Run 1, clock distribution:
(6 px per um)
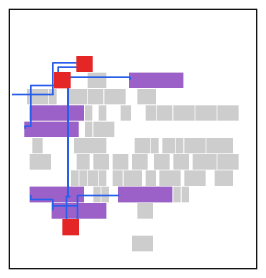
Run 1, cell outlines without signal wires:
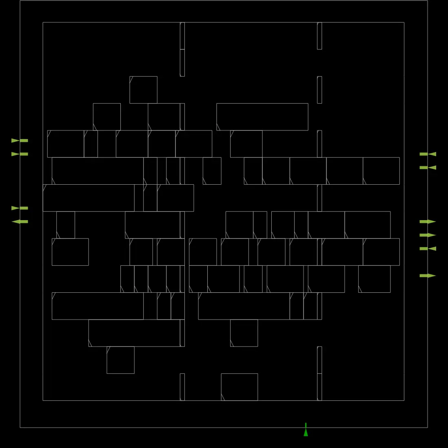
Run 1, port wiring:
(12 px per um)
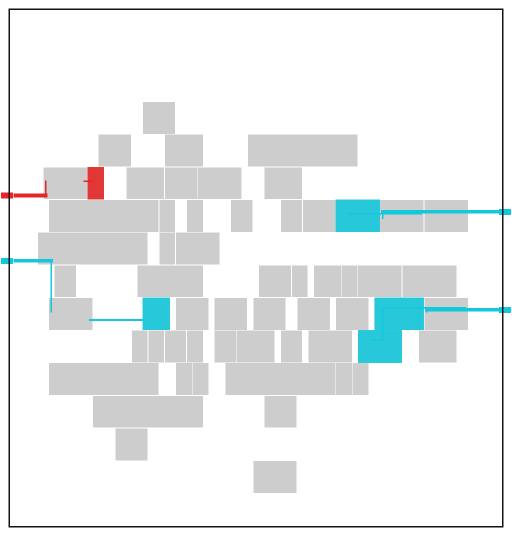
[config.mk]
export PLATFORM = sky130hd
export DESIGN_NAME = ser_tx
export DESIGN_NICKNAME = d
export VERILOG_FILES = /design/src/rtl/ser_tx.sv
export SDC_FILE = /design/constraint.sdc
export NUM_CORES = 1
export LEC_CHECK = 0
export CORE_AREA = 2 2 39 41
export DETAILED_ROUTE_END_ITERATION = 10
export DIE_AREA = 0 0 41 43
export GPL_ROUTABILITY_DRIVEN = 0
export PLACE_DENSITY = 0.62
export SLEW_MARGIN = 20
export SYNTH_ARGS = -nofsm -noshare
export SYNTH_HDL_FRONTEND = slang
export SYNTH_SLANG_ARGS = --single-unit
[constraint.sdc]
create_clock -name clk -period 1.7 [get_ports clk]
set_input_delay 0.34 -clock clk [delete_from_list [all_inputs] [get_ports clk]]
set_output_delay 0.34 -clock clk [all_outputs]
set_load 0.01 [all_outputs]
[src/rtl/ser_tx.sv]
// Parallel-to-serial transmitter: latches a PA-bit word and shifts it out one bit per
// ser_valid/ser_ready handshake, with zero-bubble reload on the last bit.
module ser_tx #(
    parameter int PA        = 3,
    parameter int LSB_FIRST = 1
) (
    input  logic          clk,
    input  logic          rst,
    input  logic          in_valid,
    output logic          in_ready,
    input  logic [PA-1:0] in_data,
    output logic          ser_out,
    output logic          ser_valid,
    output logic          ser_last,
    input  logic          ser_ready
);

    localparam int CW = (PA > 1) ? $clog2(PA) : 1;
    localparam logic [CW-1:0] LAST_IDX = CW'(PA - 1);

    typedef enum logic {
        IDLE  = 1'b0,
        SHIFT = 1'b1
    } state_t;

    state_t        r_state;
    state_t        w_state_nxt;
    logic [PA-1:0] r_shift;
    logic [PA-1:0] w_shift_nxt;
    logic [CW-1:0] r_cnt;
    logic [CW-1:0] w_cnt_nxt;
    logic          w_last;
    logic          w_load;
    logic          w_xfer;
    logic          w_out_bit;

    assign w_out_bit = (LSB_FIRST != 0) ? r_shift[0] : r_shift[PA-1];
    assign w_last    = (r_state == SHIFT) && (r_cnt == LAST_IDX);

    assign ser_valid = (r_state == SHIFT);
    assign ser_last  = w_last;
    assign ser_out   = (r_state == SHIFT) ? w_out_bit : 1'b0;
    // A new word can only enter as the final bit of the current one leaves.
    assign in_ready  = (r_state == IDLE) || (w_last && ser_ready);

    assign w_load = in_valid && in_ready;
    assign w_xfer = ser_valid && ser_ready;

    always_ff @(posedge clk or posedge rst) begin
        if (rst) begin
            r_state <= IDLE;
            r_shift <= '0;
            r_cnt   <= '0;
        end else begin
            r_state <= w_state_nxt;
            r_shift <= w_shift_nxt;
            r_cnt   <= w_cnt_nxt;
        end
    end

    always_comb begin
        w_state_nxt = r_state;
        w_shift_nxt = r_shift;
        w_cnt_nxt   = r_cnt;
        case (r_state)
            IDLE: begin
                if (w_load) begin
                    w_shift_nxt = in_data;
                    w_cnt_nxt   = '0;
                    w_state_nxt = SHIFT;
                end
            end
            SHIFT: begin
                if (w_xfer) begin
                    if (!w_last) begin
                        w_shift_nxt = (LSB_FIRST != 0) ? (r_shift >> 1) : (r_shift << 1);
                        w_cnt_nxt   = r_cnt + CW'(1);
                    end else if (w_load) begin
                        w_shift_nxt = in_data;
                        w_cnt_nxt   = '0;
                    end else begin
                        w_state_nxt = IDLE;
                    end
                end
            end
            default: w_state_nxt = IDLE;
        endcase
    end

endmodule

==> results_dict.tcl, run 1 <==
# implementation run metrics
set metrics [dict create \
    cts_tree "built" \
    warnings 26 \
    hp-class "primary input to asynchronous set/reset pin" \
    clock.fmax_mhz 631.0 \
    die_x_um 41 \
    dp_cells 72 \
    critPathBufInv 3 \
    cp_common_cell "inv_1" \
    vdd_drop_max_v 0.0005868 \
    track_usage 0.1185 \
    status "finished clean" \
    worst-path-stages 5 \
    path_clk_slew_ns 0.04 \
    drive_gt1_frac 0.2542 \
    endpoint_kind "output pin" \
    avgSynthCellArea_um2 9.253 \
    place_area_um2 533.0 \
    grt_pass1_vias 347 \
    setup_slack_ns 0.1152 \
    r2r_setup_slack_ns 0.40 \
    slowest_stage "dfrtp_1" \
    hpwl_um 613.2 \
    relSlewSlack 0.7742 \
    finalCritPeriodShare 0.9322 \
    cp_cell_sequence "inv_1 > ha_2 > inv_1 > nor2_1 > clkdlybuf4s15_1" \
    cts_root_buf "clkbuf_4" \
    fin_total_pwr_mw 0.8218 \
    finalMaxSlewViolations 0 \
    cts_sinks 6 \
]
About 'clock distribution':
Purple stands for flip-flops, count 6. Blue stands for clock wires, length 95.1 um. Red stands for clock drivers, count 3.
There are 4 routed clock nets.
Clock Skew: 0.0002921 ns
worst skew pair latency: 0.24 ns
Clk power: 0.132 mW
Clk pwr share: 0.161

About 'cell outlines without signal wires':
Tap Cells: 16
final std cells w/o fill: 75
Finished Core Util: 0.4005
core area: 0.001384 mm2
Row Count: 14

About 'port wiring':
Cyan stands for in_data, direction input, end cells 4, buffers 3, wire 44.5 um. Red stands for rst, direction input, end cells 1, buffers 1, wire 4.40 um.

run 1: metal layers:
metal	track usage	part of all wire	up-vias	wire length [um]
met5	0	0	-	0
met4	0.06000	0.025	0	19
met3	0.01571	0.085	2	66
met2	0.1500	0.39	14	299
met1	0.1887	0.50	151	387
li1	-	-	182	-
run 1: state kept, by name, indices dropped and copies added, names as in the netlist:
name       count
r_cnt          2
r_shift        3
ser_valid      1
run 1: worst min-delay path by stage:
stage                           end  cells past startpoint  slack [ns]  startpoint
after floorplan            r_cnt[0]                      1        0.13         rst
after global placement     r_cnt[1]                      1        0.50    r_cnt[1]
after detailed placement   r_cnt[1]                      1        0.52    r_cnt[1]
after CTS                  r_cnt[0]                      2        0.31         rst
after global routing      ser_valid                      2        0.36         rst
final                      r_cnt[0]                      2        0.31         rst
run 1: Yosys cell counts (all sizes together):
master   instances  area [um2]
dfrtp            6       150.1
inv              6       22.52
mux2i            4       40.04
nor2             4       15.01
a21oi            3       15.01
buf              3       30.03
nand2            3       11.26
o21ai            2       10.00
o22ai            2       12.51
o2bb2ai          2       17.52
a222oi           1       10.01
a22oi            1       7.510
and2b            1       8.760
ha               1       12.51
nand2b           1       8.760
nand3b           1       11.26
o31ai            1       7.510
or2b             1       7.510
run 1: worst reg2reg max path, cell delays in order (launching register included):
cell	delay, ns
dfrtp_1	0.39
ha_2	0.20
buf_4	0.14
nand3b_2	0.06
o31ai_1	0.08
a222oi_1	0.32
run 1: logic make-up (layout without fill, tap and decap cells):
kind of cell	Yosys count	in the layout	synth area share
flops	6	6	0.3773
fa+ha+maj	1	1	0.03144
buf+inv	9	25	0.1321
compound gates	12	12	0.2012
mux	4	4	0.1006
simple gates	11	11	0.1572
run 1: layout make-up:
| class | instances | area share |
|---|---|---|
| Tap cell | 16 | 0.03612 |
| Multi-Input combinational cell | 28 | 0.3567 |
| Clock buffer | 3 | 0.04063 |
| Sequential cell | 6 | 0.2709 |
| Timing Repair Buffer | 16 | 0.2551 |
| Inverter | 6 | 0.04063 |
run 1: where the power goes:
part | switching, mW | internal (mW)
logic | 0.208 | 0.238
clock network | 0.0525 | 0.0799
registers | 0.0370 | 0.207
total | 0.297 | 0.525
run 1: timing repair:
item                       4_1_cts  5_1_grt
setup endpoints to repair        3        3
buffers inserted                 0        0
resized                          4        4
==> inputs of run 2 (changes only) <==
CTS_CLUSTER_DIAMETER = 80   (was default)
Run 2, placement by cell class:
(6 px per um)
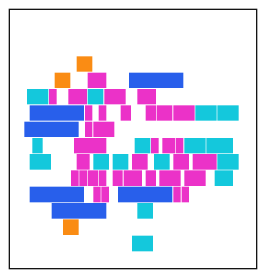
Orange stands for clock drivers, cells 3, share of their area 4.2%. Cyan stands for other buffers and delay cells, cells 16, share of their area 26%. Blue stands for flops, cells 6, share of their area 28%. Magenta stands for combinational and other logic, cells 34, share of their area 41%.
final instance area: 554.3 um2
fraction of area in registers: 0.2709

Run 2, clock distribution:
(6 px per um)
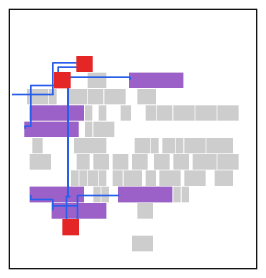
Blue stands for clock wires, length 95.1 um. Purple stands for flip-flops, count 6. Red stands for clock drivers, count 3.
There are 4 routed clock nets.

Run 2, cell outlines without signal wires:
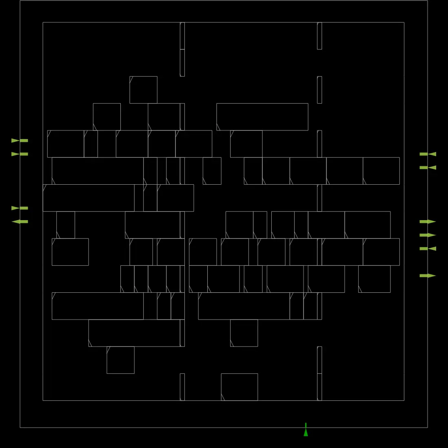
# fillers: 141
Flop Count: 6

==> results_dict.tcl, run 2 <==
# implementation run metrics
set metrics [dict create \
    path_clk_slew_ns 0.04 \
    cts_tree "built" \
    warnings 26 \
    yosysMostFrequentCell "dfrtp_1" \
    flop_cell "dfrtp_1" \
    endpoint_kind "output pin" \
    r2r_setup_slack_ns 0.40 \
    clk_latency_ns 0.24 \
    hpwl_um 613.2 \
    status "finished clean" \
    synth.cells.most_frequent "6 x dfrtp_1, 5 x inv_1, 4 x mux2i_1, 4 x nor2_1" \
    finalMaxSlewViolations 0 \
    cts_sinks 6 \
    num_rows 14 \
    hp-class "primary input to asynchronous set/reset pin" \
    grt_pass1_vias 347 \
    die_x_um 41 \
    topCellsByArea "dfrtp_1 38%, mux2i_1 10%, buf_6 5.7%, inv_1 4.7%, o2bb2ai_1 4.4%" \
    finalCritPeriodShare 0.9322 \
    core-area_mm2 0.001384 \
    cts_setup_buffers 0 \
    track_usage 0.1185 \
    vdd_drop_max_v 0.0005868 \
    postLayoutCoreUtil 0.4005 \
    enable_flop_cells 0 \
    relSlewSlack 0.7742 \
    cts_root_buf "clkbuf_4" \
]
-- run 2: cell counts in the layout (fill, tap and decap cells not counted) --
Identical to the previous run, type by type.
-- run 2: where the power goes --
part	internal [mW]	total (mW)	leakage (nW)	switching (mW)
sequential	0.207	0.244	0.0690	0.0370
combinational	0.238	0.446	0.190	0.208
clock	0.0799	0.132	0.0138	0.0525
-- run 2: worst max-delay path, stage by stage, from the launching register on --
cell	delay, ns
dfrtp_1	0.37
inv_1	0.06
ha_2	0.20
inv_1	0.06
nor2_1	0.08
clkdlybuf4s15_1	0.24
-- run 2: path summary, 6_finish.rpt --
check | startpoint | endpoint | cells after the start
max | r_cnt[0] | ser_last | 5
min in group clk | r_cnt[1] | r_cnt[1] | 1
max reg2reg | r_cnt[1] | r_shift[0] | 5
min reg2reg | r_cnt[1] | r_cnt[1] | 1
max in group asynchronous | rst | r_shift[2] | 2
min | rst | r_cnt[0] | 2
-- run 2: layout make-up --
type                    count  area share
multi-input cells          28      0.3567
flip-flops and latches      6      0.2709
repair buffers             16      0.2551
clock buffers               3     0.04063
inverters                   6     0.04063
well taps                  16     0.03612
-- run 2: timing repair --
| action | in CTS | in global routing |
|---|---|---|
| gates resized | 4 | 4 |
| setup endpoints to repair | 3 | 3 |
| pin swaps | 0 | 0 |
| hold buffers | 0 | 0 |
-- run 2: cells by family after synthesis --
| logic type | after synthesis | share of synthesized area |
|---|---|---|
| AOI/OAI and AO/OA | 12 | 0.2012 |
| and+or+nand+nor | 11 | 0.1572 |
| buffers and inverters | 9 | 0.1321 |
| DFF | 6 | 0.3773 |
| muxes | 4 | 0.1006 |
| adders and majority gates | 1 | 0.03144 |
-- run 2: per-stage QoR --
stage                     hold WS (ns)  cell area [um2]  instances  setup WS (ns)  TNS, ns
final                           0.3096            554.3         75         0.1152        0
after global routing            0.3593            554.3         75        0.01192        0
after CTS                       0.3102            554.3         75        0.05241        0
after detailed placement        0.5212            533.0         72        -0.1395  -0.1395
after global placement          0.5026            533.0         72        -0.1591  -0.1591
after floorplan                 0.1310            397.9         43         0.4311        0
-- run 2: routing by layer --
metal | track usage | part of all wire | up-vias
li1 | - | - | 182
met1 | 0.1887 | 0.50 | 151
met2 | 0.1500 | 0.39 | 14
met3 | 0.01571 | 0.085 | 2
met4 | 0.06000 | 0.025 | 0
met5 | 0 | 0 | -
==> inputs of run 3 (changes only) <==
CAP_MARGIN = 20   (was default)
Run 3, register map, names as in the netlist:
(6 px per um) Other sequential cells in the stronger grey, the rest of the logic in the fainter grey.
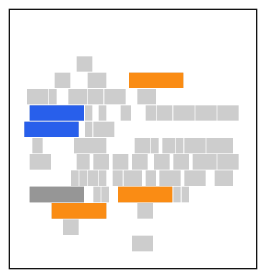
Blue stands for r_cnt, sequential cells 2. Orange stands for r_shift, sequential cells 3.
Another 1 sequential cells are not coloured.

Run 3, port wiring:
(12 px per um)
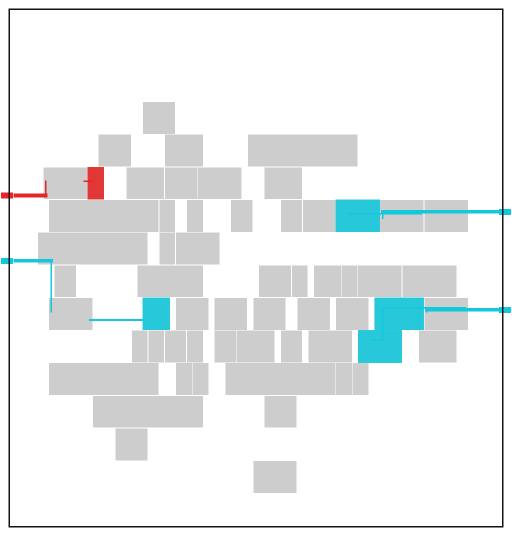
Cyan stands for in_data, direction input, end cells 4, buffers 3, wire 44.5 um. Red stands for rst, direction input, end cells 1, buffers 1, wire 4.40 um.
num ports: 11
Port Buffers: 10

Run 3, placement by cell class:
(6 px per um)
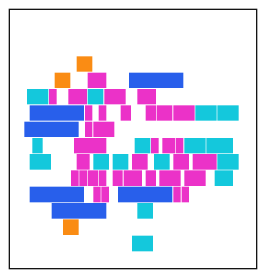
Cyan stands for other buffers and delay cells, cells 16, share of their area 26%. Orange stands for clock drivers, cells 3, share of their area 4.2%. Blue stands for flops, cells 6, share of their area 28%. Magenta stands for combinational and other logic, cells 34, share of their area 41%.

==> results_dict.tcl, run 3 <==
# implementation run metrics
set metrics [dict create \
    status "finished clean" \
    switching_power_mw 0.2971 \
    enable_flop_cells 0 \
    power.combinational.fraction 0.542 \
    place_ws_ns -0.1395 \
    cts_setup_buffers 0 \
    grt_pass1_vias 347 \
    endpoint_kind "output pin" \
    synth-async-reset-ratio 1.000 \
    num_rows 14 \
    top_register "r_shift" \
    finalCritPeriodShare 0.9322 \
    cts_root_buf "clkbuf_4" \
    highest_layer "met4" \
    cts_sinks 6 \
    top_logic_kind "AND-OR/OR-AND gates" \
    crit_start "r_cnt[0]" \
    vdd_drop_max_v 0.0005868 \
    switching_share 0.3615 \
    ys_sh_aoi 0.2013 \
    path_clk_slew_ns 0.04 \
    ctsHoldBuffers 0 \
    clk_latency_ns 0.24 \
    die_x_um 41 \
    drive_gt1_frac 0.2542 \
    timing.rr.start "r_cnt[1]" \
    fin_skew_ns 0.0002921 \
    avgSynthCellArea_um2 9.253 \
    final_area_um2 554.3 \
    track_usage 0.1185 \
    core-area_mm2 0.001384 \
    topCellsByArea "dfrtp_1 38%, mux2i_1 10%, buf_6 5.7%, inv_1 4.7%, o2bb2ai_1 4.4%" \
    mux_area_frac 0.1006 \
]
-- run 3: cell counts in the layout (fill, tap and decap cells not counted) --
Identical to the previous run, type by type.
-- run 3: logic make-up (layout without fill, tap and decap cells) --
| logic type | after synthesis | in the layout |
|---|---|---|
| AOI/OAI and AO/OA | 12 | 12 |
| and+or+nand+nor | 11 | 11 |
| buffers and inverters | 9 | 25 |
| DFF | 6 | 6 |
| muxes | 4 | 4 |
| adders and majority gates | 1 | 1 |
-- run 3: stage by stage --
stage	hold slack, ns	std cells
6_report	0.3096	75
5_1_grt	0.3593	75
4_1_cts	0.3102	75
3_5_place_dp	0.5212	72
3_3_place_gp	0.5026	72
2_1_floorplan	0.1310	43
-- run 3: cell type report --
class | count | share of cell area
Clock buffer | 3 | 0.04063
Inverter | 6 | 0.04063
Multi-Input combinational cell | 28 | 0.3567
Sequential cell | 6 | 0.2709
Tap cell | 16 | 0.03612
Timing Repair Buffer | 16 | 0.2551
-- run 3: path summary, 6_finish.rpt --
path / end / cells past startpoint / slack [ns]
setup / recovery: ser_last / 5 / 0.12
hold / removal: r_cnt[0] / 2 / 0.31
setup reg to reg: r_shift[0] / 5 / 0.40
hold reg to reg: r_cnt[1] / 1 / 0.53
max in group asynchronous: r_shift[2] / 2 / 1.20
min in group clk: r_cnt[1] / 1 / 0.53
-- run 3: timing repair --
item                                    in CTS  in global routing
endpoints found under the setup margin       3                  3
resized                                      4                  4
gates cloned                                 0                  0
-- run 3: metal layers --
layer  global-route usage  vias up
met3              0.01571        2
met1               0.1887      151
met5                    0        -
met2               0.1500       14
met4              0.06000        0
li1                     -      182
-- run 3: power groups by stage --
stage	logic (mW)	registers (mW)	clock network [mW]
after floorplan	0.269	0.250	0
after detailed placement	0.474	0.246	0
after CTS	0.454	0.244	0.139
after global placement	0.467	0.244	0
final	0.446	0.244	0.132
after global routing	0.520	0.259	0.140
-- run 3: worst max-delay path, stage by stage, from the launching register on --
cell and delay, ns:
dfrtp_1 0.37, inv_1 0.06, ha_2 0.20, inv_1 0.06, nor2_1 0.08, clkdlybuf4s15_1 0.24
Power is estimated from default activity; no workload was simulated.
